Power grid:
Pins as bars on the die edge.
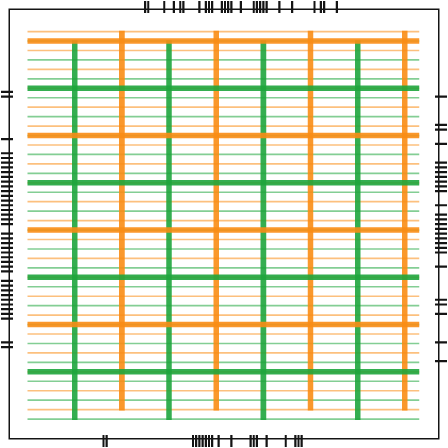
Close-up of the layout:
Region (6, 67) to (56, 117) µm. Cells in grey, sequential cells in the stronger grey; small squares are vias.
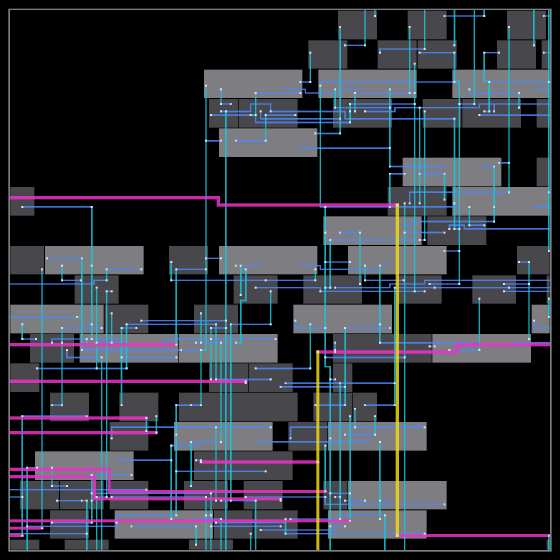
Design ni_req_depacketizer, sky130hd; sources not shown.
==> ci_impl_report.md <==
## PnR job results

| Metric | Value |
|---|---|
| Status | finished clean |
| P_sw | about 940 µW |
| Finished Layout Cells | between 500 and 600 |
| WL per Instance | 16.7 µm |
| Met3 usage | 0.0668 |
| Htree depth | 3 |
| Skew final | about 0.0072 ns |
| Synthesis area per yosys | 3840 µm² |
| CP max FO | 14 |
| FF+latch area | 2330 µm² |
| Yosys aoi share | 0.0208 |
| Post-Synth Adder-Cell Area | 0.0163 |
| WL met2 | 4030 µm |
| Largest net degree at the start of global routing | approximately 68 |
| Reg power frac | 0.400 |
| Slowest cell on crit path | dfrtp_1 |
| Final hold slack | 0.188 ns |
| Max Cap Viol | 0 |
| GR Util met2 | 0.178 |
| Min-Delay Path Class | input port to asynchronous set/reset pin |
| Most frequent logic cell in the layout | clkdlybuf4s50_1 |
| Tool warning count | 29 |
| FP Util | 0.306 |
| Critical path depth in cells | 2 |
| Root buf cell | clkbuf_16 |
| P_clk | 929 µW |
| WP data arrival | 1.73 ns |
| Most area-hungry cell type in the Yosys netlist | dfrtp_1 |
| CP Class | flop to output port |
| Worst-Margin Slew | 0.849 ns |
| # setup viols final | 0 |
| Registers, synthesis | 93 |
| Final net count | 387 |
| Main logic family | multiplexers |
| Antenna violations before repair | 0 |
| Pre-CTS setup slack | approximately 1.7 ns |
| Max reg flops | 80 |
| CTS resizes | 0 |
| Placed cell areas | 5100 µm² |
| CP Launch Type | flop |
| RSZ-0062 raised after global routing | false |
| Syn_nets | approximately 270 |
| Chip area | 15200 µm² |
| Final Max Slew Viols | 0 |
| Sequential area share after synthesis | 0.606 |
| EDFF count, synth | 0 |
| Final core utilization | 0.433 |
| DRT Pass-1 Iters | 4 |
| Tmin final | roughly 2.1 ns |
| Syn Inst Count | 249 |
| Total routed wirelength | 8990 µm |
| Hold Buf Count CTS | 0 |
| P_leak | 2.50 nW |
| R2R setup slack | 2.09 ns |
| Drt drc | 0 |
| TritonCTS buffer count | 9 |
| Via/cell ratio | 4.45 |
| Distinct cells, synth | 39 |
| Critical Path End Type | output port |
| Post-route cell area | 5440 µm² |
| Clock sinks | slightly above 90 |
| Post-Route M1 WL | 3920 µm |
| Cell Chain, Critical Path | and2_1, clkdlybuf4s50_1 |
| Total grt overflow | 0 |
| Share of cells above drive strength 1 | 0.276 |
| Top cells excl fill/tap | clkdlybuf4s50_1 (109), dfrtp_1 (93), mux2_2 (50) |
Back to the opening pictures, 'power grid':
| colour | net |
|---|---|
| orange | VDD |
| green | VSS |
rows: 41
met5 straps: 8
core area: 12600 µm²
die width: 123 µm

Back to the opening pictures, 'close-up of the layout':
| colour | layer |
|---|---|
| magenta | metal 3 |
| cyan | metal 2 |
| blue | metal 1 |
| yellow | metal 4 |
most frequent: clkdlybuf4s50_1 (23), dfrtp_1 (21), mux2_2 (11)
cells with their middle in the window: 69
sequential cells in the window: 21

==> final cells by class <==
type / instances / share of cell area
sequential: 93 / 0.428
tap: 172 / 0.0396
clock inverter: 6 / 0.0205
inverter: 3 / 0.00207
clock buffer: 9 / 0.0414
timing repair buffer: 111 / 0.203
multi-input combinational: 144 / 0.265
==> Yosys cell counts, types with 2 or more instances <==
library cell,count
a21oi_1,3
and2_1,4
and2_2,3
and3_1,2
and4_1,2
buf_2,2
buf_6,3
clkbuf_1,3
dfrtp_1,93
ha_1,5
inv_1,3
mux2_2,50
mux2_4,24
nand2_1,7
nand2b_1,4
nand3_1,5
nand3_4,3
nand3b_1,2
nand4_1,3
nor2_1,4
o2111a_1,2
o21ai_0,3
or2b_1,3
Power is estimated from default activity; no workload was simulated.
